run_1/wires.png
Only two layers are drawn.
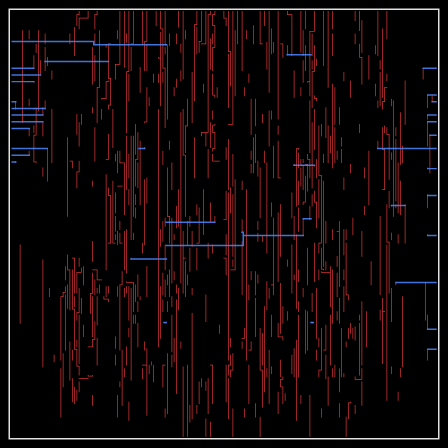
run_1/flops_by_reg.png
Scale bar: 20 um. Other sequential cells in the stronger gray, the rest of the logic in the fainter gray.
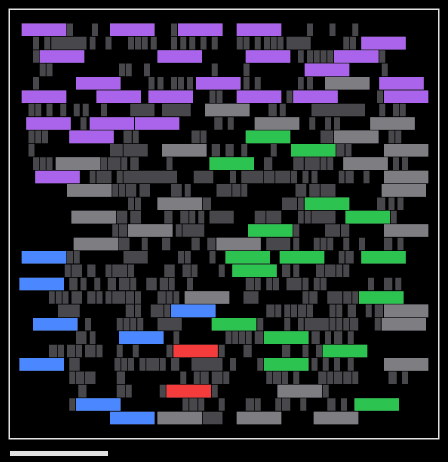
run_1/cell_density.png
Scale bar: 20 um. The die is cut into 9 by 9 equal tiles; dark purple is low, yellow is high, 0 to 100% covered.
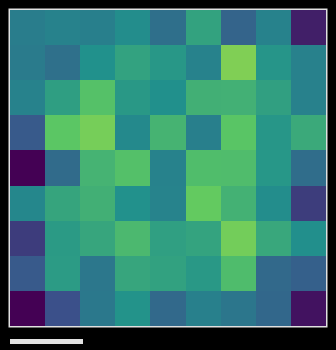
run_1/clocks.png
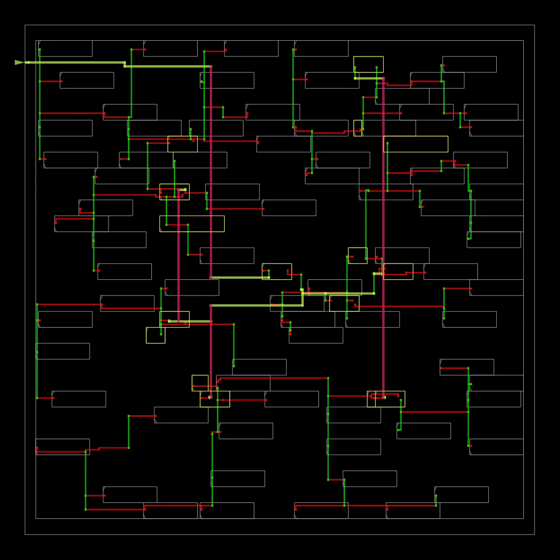
[config.mk]
export PLATFORM = sky130hd
export DESIGN_NAME = image_writer
export DESIGN_NICKNAME = d
export VERILOG_FILES = /design/src/rtl/image_writer.sv
export SDC_FILE = /design/constraint.sdc
export NUM_CORES = 1
export LEC_CHECK = 0
export ABC_AREA = 1
export CAP_MARGIN = 20
export CORE_MARGIN = 1.5
export CORE_UTILIZATION = 50
export DETAILED_ROUTE_END_ITERATION = 10
export DONT_BUFFER_PORTS = 1
export SYNTH_ARGS = -nofsm -noshare
export SYNTH_HDL_FRONTEND = slang
export SYNTH_SLANG_ARGS = --single-unit
[constraint.sdc]
create_clock -name clk -period 3 [get_ports clk]
set_input_delay 0.6 -clock clk [delete_from_list [all_inputs] [get_ports clk]]
set_output_delay 0.6 -clock clk [all_outputs]
set_load 0.05 [all_outputs]
[src/rtl/image_writer.sv]
`default_nettype none
// ============================================================================
// image_writer: packs raster-order R/G/B pixels into 24-bit frame-buffer writes.
// Optional BORDER_CLEAR_EN macro blanks border pixels.        Rev 1.0
// ============================================================================
module image_writer #(
   parameter int IMG_W  = 256,
   parameter int IMG_H  = 256,
   parameter int ADDR_W = 16,
   parameter int BORDER = 1
) (
   input  logic              clk,
   input  logic              rst,
   input  logic              start_i,
   input  logic [7:0]        red_i,
   input  logic [7:0]        green_i,
   input  logic [7:0]        blue_i,
   input  logic              valid_i,
   output logic              wr_en_o,
   output logic [ADDR_W-1:0] wr_addr_o,
   output logic [23:0]       wr_data_o,
   output logic              busy_o,
   output logic              frame_done_o,
   output logic              overflow_o
);

   localparam int COL_W = (IMG_W > 1) ? $clog2(IMG_W) : 1;
   localparam int ROW_W = (IMG_H > 1) ? $clog2(IMG_H) : 1;
   localparam logic [COL_W-1:0] COL_LAST = COL_W'(IMG_W - 1);
   localparam logic [ROW_W-1:0] ROW_LAST = ROW_W'(IMG_H - 1);

   typedef enum logic [1:0] {
      IDLE   = 2'd0,
      ACTIVE = 2'd1,
      DONE   = 2'd2
   } state_t;

   state_t            state;
   state_t            state_next;
   logic [COL_W-1:0]  col;
   logic [ROW_W-1:0]  row;
   logic [ADDR_W-1:0] addr;
   logic              accept;
   logic              last_pixel;
   logic              col_wrap;
   logic              overflow_set;
   logic              overflow_clr;
   logic [23:0]       pixel;

   assign col_wrap = (col == COL_LAST);

`ifdef BORDER_CLEAR_EN
   logic on_border;
   assign on_border = (int'(row) < BORDER) || (int'(row) >= IMG_H - BORDER) ||
                      (int'(col) < BORDER) || (int'(col) >= IMG_W - BORDER);
   assign pixel     = on_border ? 24'h000000 : {red_i, green_i, blue_i};
`else
   assign pixel     = {red_i, green_i, blue_i};
`endif

   always_ff @(posedge clk or posedge rst) begin
      if (rst) state <= IDLE;
      else     state <= state_next;
   end

   always_comb begin
      state_next   = state;
      accept       = 1'b0;
      last_pixel   = 1'b0;
      overflow_set = 1'b0;
      overflow_clr = 1'b0;
      case (state)
         IDLE: begin
            // start wins over a coincident pixel: the pixel is dropped silently
            if (start_i) begin
               state_next   = ACTIVE;
               overflow_clr = 1'b1;
            end else begin
               overflow_set = valid_i;
            end
         end
         ACTIVE: begin
            if (valid_i) begin
               accept = 1'b1;
               if (col_wrap && (row == ROW_LAST)) begin
                  last_pixel = 1'b1;
                  state_next = DONE;
               end
            end
         end
         DONE: begin
            overflow_set = valid_i;
            state_next   = IDLE;
         end
         default: state_next = IDLE;
      endcase
   end

   always_ff @(posedge clk or posedge rst) begin
      if (rst) begin
         col        <= '0;
         row        <= '0;
         addr       <= '0;
         wr_en_o    <= 1'b0;
         wr_addr_o  <= '0;
         wr_data_o  <= '0;
         overflow_o <= 1'b0;
      end else begin
         wr_en_o <= accept;
         if (accept) begin
            wr_addr_o <= addr;
            wr_data_o <= pixel;
         end

         // running address avoids a row*IMG_W multiplier
         if (overflow_clr) begin
            col  <= '0;
            row  <= '0;
            addr <= '0;
         end else if (accept) begin
            if (col_wrap) begin
               col <= '0;
               row <= last_pixel ? '0 : row + 1'b1;
            end else begin
               col <= col + 1'b1;
            end
            addr <= last_pixel ? '0 : addr + 1'b1;
         end

         if (overflow_clr)      overflow_o <= 1'b0;
         else if (overflow_set) overflow_o <= 1'b1;
      end
   end

   assign busy_o       = (state == ACTIVE);
   assign frame_done_o = (state == DONE);

endmodule
`default_nettype wire

==> results_slide.txt, run 1 <==
Flow Results at a Glance

Clocking
  – CTS tree: built
  – Root Buffer: clkbuf_8
  – Hold buffers post-CTS: 0

GRT
  – Global-route wire length before repair: 11600 um
  – Met2 track utilization from global routing: 31.6%
  – Antenna violations before repair: 0

Routing
  – Via-to-Cell Ratio: 5.01
  – DR DRC count: 0
  – Max layer used: met4

Final timing
  – F_max: 474 MHz
  – Setup TNS Final: 0 ns
  – Final Skew: 0.0131 ns
  – Final period util: 70.4%

Logic synthesis
  – Multiplexer share: 0%

Cells and area
  – Largest register FFs: 24
  – Most frequent cells in the layout: nand2_1, dfrtp_1, inv_1
  – MI comb area: 1380 um2
  – Reg with most FFs: wr_data_o
  – Comb_multi_in: 295
  – Logic share of the area: 36.1%

Power
  – Peak supply drop: 298 uV
  – Sequential share of power: 56.3%
  – Psw: 0.880 mW
  – Logic power comb: 0.277 mW
  – P_leak: 1.93 nW
  – Gate power share: 10.6%

Run
  – Max-cap viol count: 0
  – Tool warning count: 26

Place
  – Final GP Congestion: 0.784

Critical path
  – Reg2reg end: col[3]
  – Critical Path End: frame_done_o
  – Worst path required time: 2.40 ns
  – Cells on worst reg2reg path: 7

Floorplanning
  – Chip area: 7560 um2

Outcome
  – Status: complete, no violations
-- wires.png (at the start) --
| color | layer | wire length |
|---|---|---|
| blue | metal 3 | 195 um |
| red | metal 2 | 3330 um |

-- flops_by_reg.png (at the start) --
| color | netlist name | flops |
|---|---|---|
| blue | `row` | 8 |
| purple | `wr_data_o` | 24 |
| green | `addr` | 16 |
| red | `state` | 2 |
not colored: 26
Core Util, Final: 56.0%
Sequential Power: 1.47 mW
FF+latch area: 1900 um2

-- cell_density.png (at the start) --
emptiest ninth of the die: lower left
nearly empty tiles: 2.5%
tiles over 75% full: 4.9%
mean over tiles: 49%
fullest tile: 80%
core area: 6790 um2
Core Density at Floorplan: 51.9%

-- clocks.png (at the start) --
clock-net power: 0.862 mW
CTS sink count: 76
# clk buffers: 11

run_1/metal_density.png
The die is cut into 17 by 17 equal tiles; dark purple is low, yellow is high, scaled to the fullest tile. Values are wire area over tile area, all layers added.
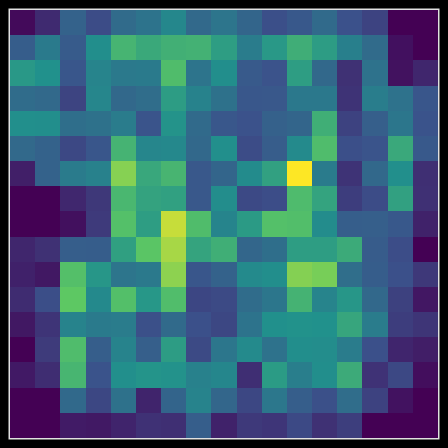

## Run 2: what changed since run 1
Settings changed: PLACE_DENSITY set to 0.68.
Clock period 3 ns to 1.8 ns, I/O delays scaled along.
run_2/metal_density.png
The die is cut into 17 by 17 equal tiles; dark purple is low, yellow is high, scaled to the fullest tile. Values are wire area over tile area, all layers added.
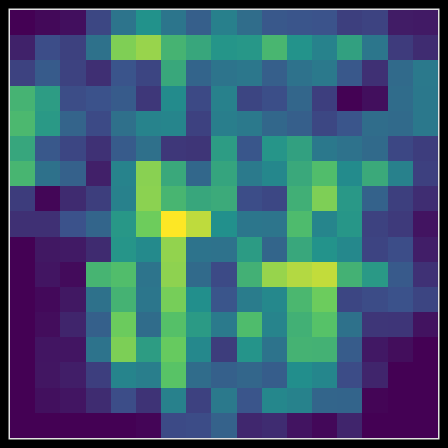
emptiest ninth of the die: lower left
tiles over half the peak: 24%
densest ninth of the die: center

==> run 2 against run 1 <==
Clock-buffer cell count decreased by 1. Global-route usage rose by 0.58 points. Critical path depth increased by 3. Sequential share of layout area down 1.1 points. Via count rose by 1.1%. Utilization grew 1.2 points. Worst setup slack worse by 0.71 ns. Area after synthesis did not move. Sequential power grew 67%. Critical path type unchanged. Largest cell class unchanged. Largest power group unchanged.
==> results_slide.txt, run 2 <==
Flow Results at a Glance

Outcome
  – Status: complete, no violations

GRT
  – Antenna violations before repair: 0
  – Met2 track utilization from global routing: 32.3%
  – Largest net degree at the start of global routing: 40

Power
  – Psw: 1.51 mW
  – Sequential Power: 2.45 mW
  – Gate power share: 10.7%
  – Sequential share of power: 55.2%
  – P_leak: 1.97 nW
  – Logic power comb: 0.476 mW

Cells and area
  – Most frequent cells in the layout: nand2_1, dfrtp_1, inv_1
  – Bufs w/o clock: 9
  – Logic share of the area: 35.5%
  – Largest register FFs: 24
  – Comb_multi_in: 295
  – FF+latch area: 1900 um2
  – MI comb area: 1380 um2
  – Reg with most FFs: wr_data_o
  – Core Util, Final: 57.3%

Floorplanning
  – Core Density at Floorplan: 51.9%
  – Chip area: 7560 um2
  – Core area: 6790 um2

Logic synthesis
  – Multiplexer share: 0%

Place
  – Final GP Congestion: 0.850

Critical path
  – Reg2reg end: addr[9]
  – Cells on worst reg2reg path: 6
  – Worst path required time: 1.44 ns
  – Critical Path End: busy_o

Final timing
  – F_max: 617 MHz
  – Final period util: 90.1%
  – Setup TNS Final: 0 ns
  – Final Skew: 0.00914 ns

Run
  – Max-cap viol count: 0

Clocking
  – Hold buffers post-CTS: 1
  – Root Buffer: clkbuf_8
  – CTS sink count: 76

Routing
  – DR DRC count: 0
  – Via-to-Cell Ratio: 5.00
run_2/wires.png
Only two layers are drawn.
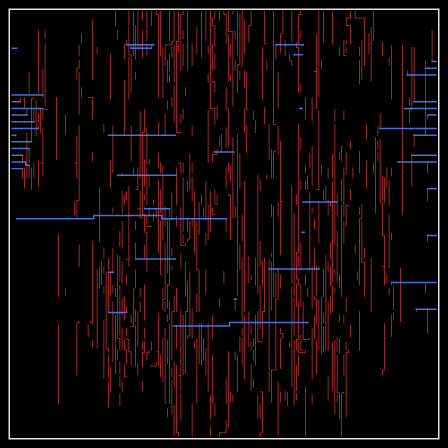
| color | layer | wire length |
|---|---|---|
| red | metal 2 | 3400 um |
| blue | metal 3 | 263 um |

No activity file was given, so power comes from the tool's default toggle rates.
